$ cat src/rtl/fc_pkg.sv
// rtl/fc_pkg.sv - shared types and helpers for the fully-connected layer control path
//
// Purpose: common word type, controller state encoding and the element-count
// clamp used by every layer_load_controller instance.
package fc_pkg;

  localparam int FC_SIZE     = 16;
  localparam int FC_LAYER_SZ = 2;

  typedef logic [FC_SIZE-1:0] fc_word_t;

  typedef enum logic [1:0] {
    IDLE  = 2'd0,
    RUN   = 2'd1,
    DRAIN = 2'd2,
    DONE  = 2'd3
  } ctrl_state_t;

  // Limit a requested element count to the number of neurons in the layer.
  function automatic fc_word_t clamp_count(input fc_word_t cnt, input fc_word_t lim);
    return (cnt > lim) ? lim : cnt;
  endfunction

endpackage

$ cat src/rtl/layer_load_controller.sv
// rtl/layer_load_controller.sv - streams consecutive memory words into a layer load port
//
// Purpose: on start, reads count (clamped to LAYER_SZ) words from base_addr of a
// 1-cycle-latency memory and loads them into neuron indices 0..count-1, one per cycle.
// Ports:
//   clk, rst           clock, synchronous active-high reset
//   start_i            transfer request, sampled only in IDLE
//   base_addr_i        first word address (captured with start_i)
//   count_i            element count (captured with start_i)
//   stall_i            suppresses read issue in the current RUN cycle
//   mem_rd_en_o        memory read strobe
//   mem_addr_o         memory read address
//   mem_rd_data_i      memory read data, valid the cycle after mem_rd_en_o
//   load_en_o          layer load strobe
//   load_address_o     neuron index being loaded
//   load_value_o       value being loaded (pass-through of mem_rd_data_i)
//   busy_o             transfer in progress
//   done_o             one-cycle completion pulse
module layer_load_controller
  import fc_pkg::*;
#(
  parameter int SIZE     = FC_SIZE,
  parameter int LAYER_SZ = FC_LAYER_SZ
) (
  input  logic            clk,
  input  logic            rst,
  input  logic            start_i,
  input  logic [SIZE-1:0] base_addr_i,
  input  logic [SIZE-1:0] count_i,
  input  logic            stall_i,
  output logic            mem_rd_en_o,
  output logic [SIZE-1:0] mem_addr_o,
  input  logic [SIZE-1:0] mem_rd_data_i,
  output logic            load_en_o,
  output logic [SIZE-1:0] load_address_o,
  output logic [SIZE-1:0] load_value_o,
  output logic            busy_o,
  output logic            done_o
);

  ctrl_state_t     state_q, state_d;
  logic [SIZE-1:0] base_q, base_d;
  logic [SIZE-1:0] n_q, n_d;
  logic [SIZE-1:0] ri_q, ri_d;
  logic [SIZE-1:0] pi_q, pi_d;
  logic            pv_q, pv_d;

  logic [SIZE-1:0] count_clamped;
  logic            rd_fire;

  assign count_clamped = SIZE'(clamp_count(fc_word_t'(count_i), fc_word_t'(LAYER_SZ)));
  assign rd_fire       = (state_q == RUN) && !stall_i;

  always_comb begin
    state_d = state_q;
    base_d  = base_q;
    n_d     = n_q;
    ri_d    = ri_q;
    pi_d    = pi_q;
    // A pending load only survives one cycle; it is re-armed by each issued read.
    pv_d    = 1'b0;
    case (state_q)
      IDLE: begin
        if (start_i) begin
          if (count_clamped != '0) begin
            base_d  = base_addr_i;
            n_d     = count_clamped;
            ri_d    = '0;
            state_d = RUN;
          end else begin
            state_d = DONE;
          end
        end
      end
      RUN: begin
        if (!stall_i) begin
          pv_d = 1'b1;
          pi_d = ri_q;
          ri_d = ri_q + SIZE'(1);
          if (ri_q == n_q - SIZE'(1)) begin
            state_d = DRAIN;
          end
        end
      end
      DRAIN:   state_d = DONE;
      DONE:    state_d = IDLE;
      default: state_d = IDLE;
    endcase
  end

  always_ff @(posedge clk) begin
    if (rst) begin
      state_q <= IDLE;
      base_q  <= '0;
      n_q     <= '0;
      ri_q    <= '0;
      pi_q    <= '0;
      pv_q    <= 1'b0;
    end else begin
      state_q <= state_d;
      base_q  <= base_d;
      n_q     <= n_d;
      ri_q    <= ri_d;
      pi_q    <= pi_d;
      pv_q    <= pv_d;
    end
  end

  // Address wraps modulo 2^SIZE; held at zero when no read is issued.
  assign mem_rd_en_o    = rd_fire;
  assign mem_addr_o     = rd_fire ? (base_q + ri_q) : '0;
  assign load_en_o      = pv_q;
  assign load_address_o = pv_q ? pi_q : '0;
  assign load_value_o   = pv_q ? mem_rd_data_i : '0;
  assign busy_o         = (state_q == RUN) || (state_q == DRAIN);
  assign done_o         = (state_q == DONE);

endmodule
$ cat config.mk
export PLATFORM = sky130hd
export DESIGN_NAME = layer_load_controller
export DESIGN_NICKNAME = d
export VERILOG_FILES = /design/src/rtl/fc_pkg.sv /design/src/rtl/layer_load_controller.sv
export SDC_FILE = /design/constraint.sdc
export NUM_CORES = 1
export LEC_CHECK = 0
export CORE_MARGIN = 2
export CORE_UTILIZATION = 53
export CTS_CLUSTER_SIZE = 14
export DETAILED_ROUTE_END_ITERATION = 7
export PLACE_DENSITY = 0.84
export REMOVE_ABC_BUFFERS = 1
export SLEW_MARGIN = 0
export SYNTH_ARGS = -nofsm -noshare
export SYNTH_HDL_FRONTEND = slang
export SYNTH_SLANG_ARGS = --single-unit
$ cat constraint.sdc
create_clock -name clk -period 5.35 [get_ports clk]
set_clock_uncertainty 0.2 [all_clocks]
set_input_delay 0.8025 -clock clk [delete_from_list [all_inputs] [get_ports clk]]
set_output_delay 0.8025 -clock clk [all_outputs]
set_load 0.01 [all_outputs]
Fig. 1: run 1, metal 3
(4 px per µm)
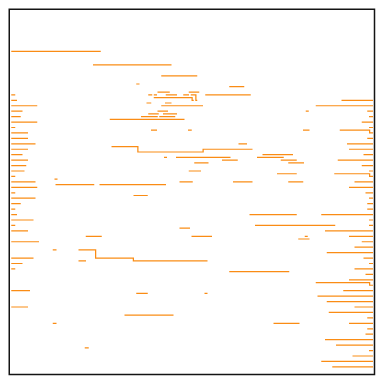
The layer carries 762 µm of wire. The wires run mostly horizontal.
total number of vias: 4,010
wirelength, routed: 10.9 mm

Fig. 2: run 1, signal wires on met1
(4 px per µm) Supply wires on this layer in gray.
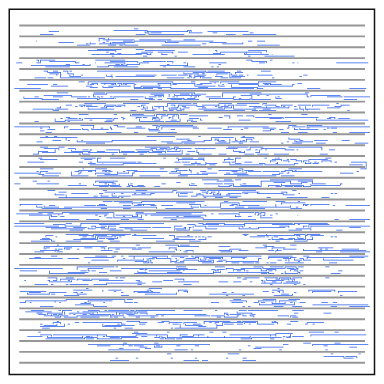
The longest straight run is 30.4 µm. 597 nets have wire on it.
M1 GR Usage: 29.9%

Fig. 3: run 1, met2 routing
(3 px per µm) Cells faint in the background.
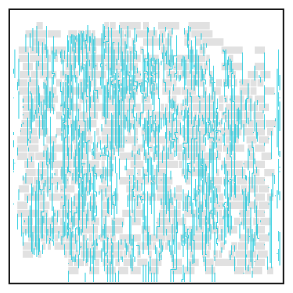
The layer holds 49% of the routed length. 579 nets have wire on it.
M2 GR Usage: 47.0%

[run 1: cell type report]
cell class              instances  area, µm²  share of cell area (%)
clock inverters                 6       63.8                    1.21
repair buffers                107       1060                    20.1
clock buffers                  10        138                    2.60
flip-flops and latches         67       1340                    25.4
inverters                      14       52.6                   0.994
well taps                      99        124                    2.34
multi-input cells             410       2510                    47.4
[run 1: cells by family (layout without fill, tap and decap cells)]
group | after synthesis | count (layout) | share of synthesized area, %
xor gates and xnor gates | 41 | 41 | 8.97
and+or+nand+nor | 235 | 235 | 29.1
DFF | 67 | 67 | 33.5
adders and majority gates | 23 | 23 | 7.37
muxes | 4 | 4 | 1.12
buffers and inverters | 41 | 137 | 3.84
AOI/OAI and AO/OA | 107 | 107 | 16.1
[run 1: metrics by stage]
stage / setup slack [ns] / hold WS (ns) / utilization [%] / instances / power (mW)
after floorplan: 1.95 / 0.226 / - / 491 / 0.788
after global placement: 1.69 / 0.241 / 69.8 / 697 / 0.943
after detailed placement: 1.65 / 0.245 / 69.8 / 697 / 0.955
after CTS: 1.23 / 0.256 / 72.5 / 713 / 1.38
after global routing: 1.02 / 0.276 / 72.5 / 713 / 1.44
final: 1.19 / 0.251 / 72.5 / 713 / 1.38
[run 1: worst max-delay path by stage]
stage	startpoint	end	slack, ns	depth (start not counted)
floorplan	stall_i	mem_addr_o[13]	1.95	5
global placement	ri_q[6]	mem_addr_o[15]	1.69	9
detailed placement	ri_q[0]	mem_addr_o[14]	1.65	10
CTS	ri_q[0]	mem_addr_o[14]	1.23	10
global route	ri_q[0]	mem_addr_o[14]	1.02	10
finish	ri_q[0]	mem_addr_o[14]	1.19	10
[run 1: per-layer routing]
| layer | vias to the layer above | track usage [%] |
|---|---|---|
| li1 | 1944 | - |
| met1 | 1842 | 29.9 |
| met2 | 190 | 47.0 |
| met3 | 34 | 5.51 |
| met4 | 0 | 10.4 |
| met5 | - | 0 |
[run 1: tightest hold or removal path: stages, from the launching register on]
cell and delay (ns):
dfxtp_1 0.31, nand2_1 0.05, a21oi_1 0.05
[run 1: cells in the final DEF (no fill, tap or decap), types with 4 or more instances in the layout]
cell type,synthesis,final
clkdlybuf4s50_1,0,103
nand2_1,79,79
dfxtp_1,67,67
a21oi_1,55,55
and2_1,49,49
nor2_1,45,45
xnor2_1,24,24
ha_1,22,22
xor2_1,17,17
o21ai_0,15,15
inv_1,14,14
nor3_1,12,12
clkbuf_8,0,10
nand3_1,8,8
a21o_1,6,6
or3_1,6,6
o21bai_1,6,6
nand4_1,6,6
nor2b_1,6,6
and3_1,4,4
a211oi_1,4,4
nor4_1,4,4
buf_4,0,4
[run 1: power groups by stage]
stage | combinational [mW] | sequential (mW) | clock [mW]
6_report | 0.389 | 0.561 | 0.432
5_1_grt | 0.424 | 0.567 | 0.453
4_1_cts | 0.388 | 0.561 | 0.432
3_5_place_dp | 0.382 | 0.573 | 0
3_3_place_gp | 0.372 | 0.570 | 0
2_1_floorplan | 0.225 | 0.563 | 0
[run 1: sequential cells by signal, indices dropped and copies added, names as in the netlist]
register	cells
ri_q	16
base_q	16
n_q	16
state_q	2
pi_q	16
load_en_o	1
==> results.json, run 1 <==
{
  "min_period_ns": 4.16,
  "p_leak_nw": 2.07,
  "vias_per_cell": 5.62,
  "top_cell": "nand2_1",
  "crit_arrival_ns": 3.15,
  "ctsResizeCount": 0,
  "syn_area_um2": 4000,
  "status": "complete, no violations",
  "clock_path_buffers": 2,
  "intPower_uw": 928,
  "ys_cells": 518,
  "firstDrtPassIters": 6,
  "power-per-cell-area_nw_per_um2": 261,
  "h-tree-depth": 3,
  "area_growth_pct": 32.1,
  "finalInstanceArea_um2": 5290,
  "crit_path_top_delay_cell": "clkdlybuf4s50_1",
  "drive_gt1_share_pct": 4.07,
  "critPathMaxStageDelay_ns": 0.56,
  "yosys_area_um2": 4000,
  "cp-start-kind": "register",
  "synth_seq_share_pct": 33.5,
  "ys_top_cells_by_count": "79 x nand2_1, 67 x dfxtp_1, 55 x a21oi_1",
  "tns_ns": 0
}
Fig. 4: run 1, met4 routing
(4 px per µm) Supply wires on this layer in gray.
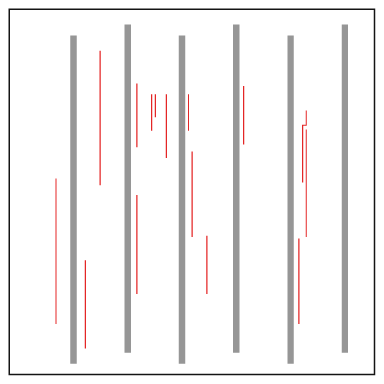

==> inputs of run 2 (changes only) <==
--- a/config.mk
+++ b/config.mk
@@ -6,10 +6,10 @@
 export NUM_CORES = 1
 export LEC_CHECK = 0
 export CORE_MARGIN = 2
-export CORE_UTILIZATION = 53
+export CORE_UTILIZATION = 45
 export CTS_CLUSTER_SIZE = 14
 export DETAILED_ROUTE_END_ITERATION = 7
-export PLACE_DENSITY = 0.84
+export PLACE_DENSITY = 0.76
 export REMOVE_ABC_BUFFERS = 1
 export SLEW_MARGIN = 0
 export SYNTH_ARGS = -nofsm -noshare
==> constraint.sdc (replaced) <==
create_clock -name clk -period 3.5 [get_ports clk]
set_clock_uncertainty 0.2 [all_clocks]
set_input_delay 0.525 -clock clk [delete_from_list [all_inputs] [get_ports clk]]
set_output_delay 0.525 -clock clk [all_outputs]
set_load 0.01 [all_outputs]
Fig. 5: run 2, met4 routing
(4 px per µm) Supply wires on this layer in gray.
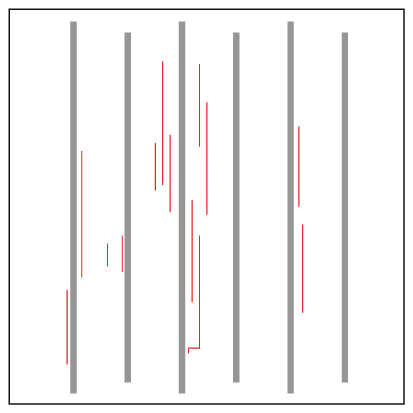
The wires run mostly vertical. The layer carries 272 µm of wire. The longest straight run is 31.3 µm.

==> results.json, run 2 <==
{
  "drt-total-wl_mm": 10.7,
  "ys_cells": 518,
  "final_cell_mix": "98 x clkdlybuf4s50_1, 79 x nand2_1, 65 x dfxtp_1",
  "p_leak_nw": 2.23,
  "area_growth_pct": 38.6,
  "min_period_ns": 3.36,
  "synth-compound-area-share_pct": 16.1,
  "lay_top_count": "clkdlybuf4s50_1",
  "muxShareOfSynthArea_pct": 1.13,
  "ys_top_cells_by_count": "79 x nand2_1, 67 x dfxtp_1, 55 x a21oi_1",
  "clock_path_buffers": 2,
  "firstDrtPassIters": 4,
  "synth_seq_share_pct": 33.5,
  "drive_gt1_share_pct": 8.68,
  "yosys_area_um2": 4000,
  "ys_sh_adder_pct": 7.38,
  "finalInstanceArea_um2": 5550,
  "vias_per_cell": 5.44,
  "status": "complete, no violations",
  "power-per-cell-area_nw_per_um2": 417,
  "cp-start-kind": "register",
  "instances_no_fill": 742,
  "logic_family": "simple AND/OR/NAND/NOR gates",
  "holdWs_ns": 0.254,
  "vias": 4034
}
## run 2: worst max-delay path, cell delays in order, from the launching register on
cell	delay, ns
dfxtp_1	0.34
ha_1	0.19
fa_2	0.23
a21o_1	0.13
a21oi_2	0.08
o21a_1	0.20
o211ai_1	0.25
a21oi_1	0.11
or3_1	0.35
a21oi_1	0.15
clkdlybuf4s15_1	0.26
## run 2: kinds of logic after synthesis
logic type                 count (synthesis)
AOI/OAI and AO/OA                        107
xor gates and xnor gates                  41
adders and majority gates                 23
buffers and inverters                     41
DFF                                       67
muxes                                      4
and+or+nand+nor                          235
## run 2: path summary, 6_finish.rpt
check | slack, ns | startpoint | to
worst max register to register | 0.29 | n_q[10] | state_q[1]
worst max-delay path | 0.14 | base_q[0] | mem_addr_o[14]
worst min-delay path | 0.25 | pi_q[14] | pi_q[14]
worst min register to register | 0.25 | pi_q[14] | pi_q[14]
## run 2: routing by layer
layer	global-route usage, %	vias up
met5	0	-
met3	5.65	29
met4	9.27	0
met2	38.6	160
li1	-	1985
met1	25.6	1860
## run 2: per-stage QoR
step	setup slack, ns	utilization [%]
finish	0.145	63.9
global route	-0.00553	63.9
CTS	0.0540	63.5
detailed placement	0.122	60.3
global placement	0.151	60.3
floorplan	0.458	-
## run 2: where the power goes
group | switching, mW | total [mW] | internal, mW
clock | 0.309 | 0.825 | 0.516
combinational | 0.353 | 0.637 | 0.284
sequential | 0.0409 | 0.849 | 0.808
total | 0.703 | 2.31 | 1.61
## run 2: what timing repair did
action / CTS / global route
setup buffers: 1 / 1
resized: 8 / 9
pin swaps: 3 / 3
setup endpoints to repair: 8 / 6
## run 2: cell type report
| type | instances | area [µm²] | share of cell area [%] |
|---|---|---|---|
| multi-input combinational | 410 | 2550 | 45.9 |
| sequential | 67 | 1340 | 24.2 |
| timing repair buffer | 127 | 1210 | 21.8 |
| clock buffer | 11 | 151 | 2.73 |
| tap | 108 | 135 | 2.44 |
| clock inverter | 5 | 108 | 1.94 |
| inverter | 14 | 52.6 | 0.947 |
No activity file was given, so power comes from the tool's default toggle rates.
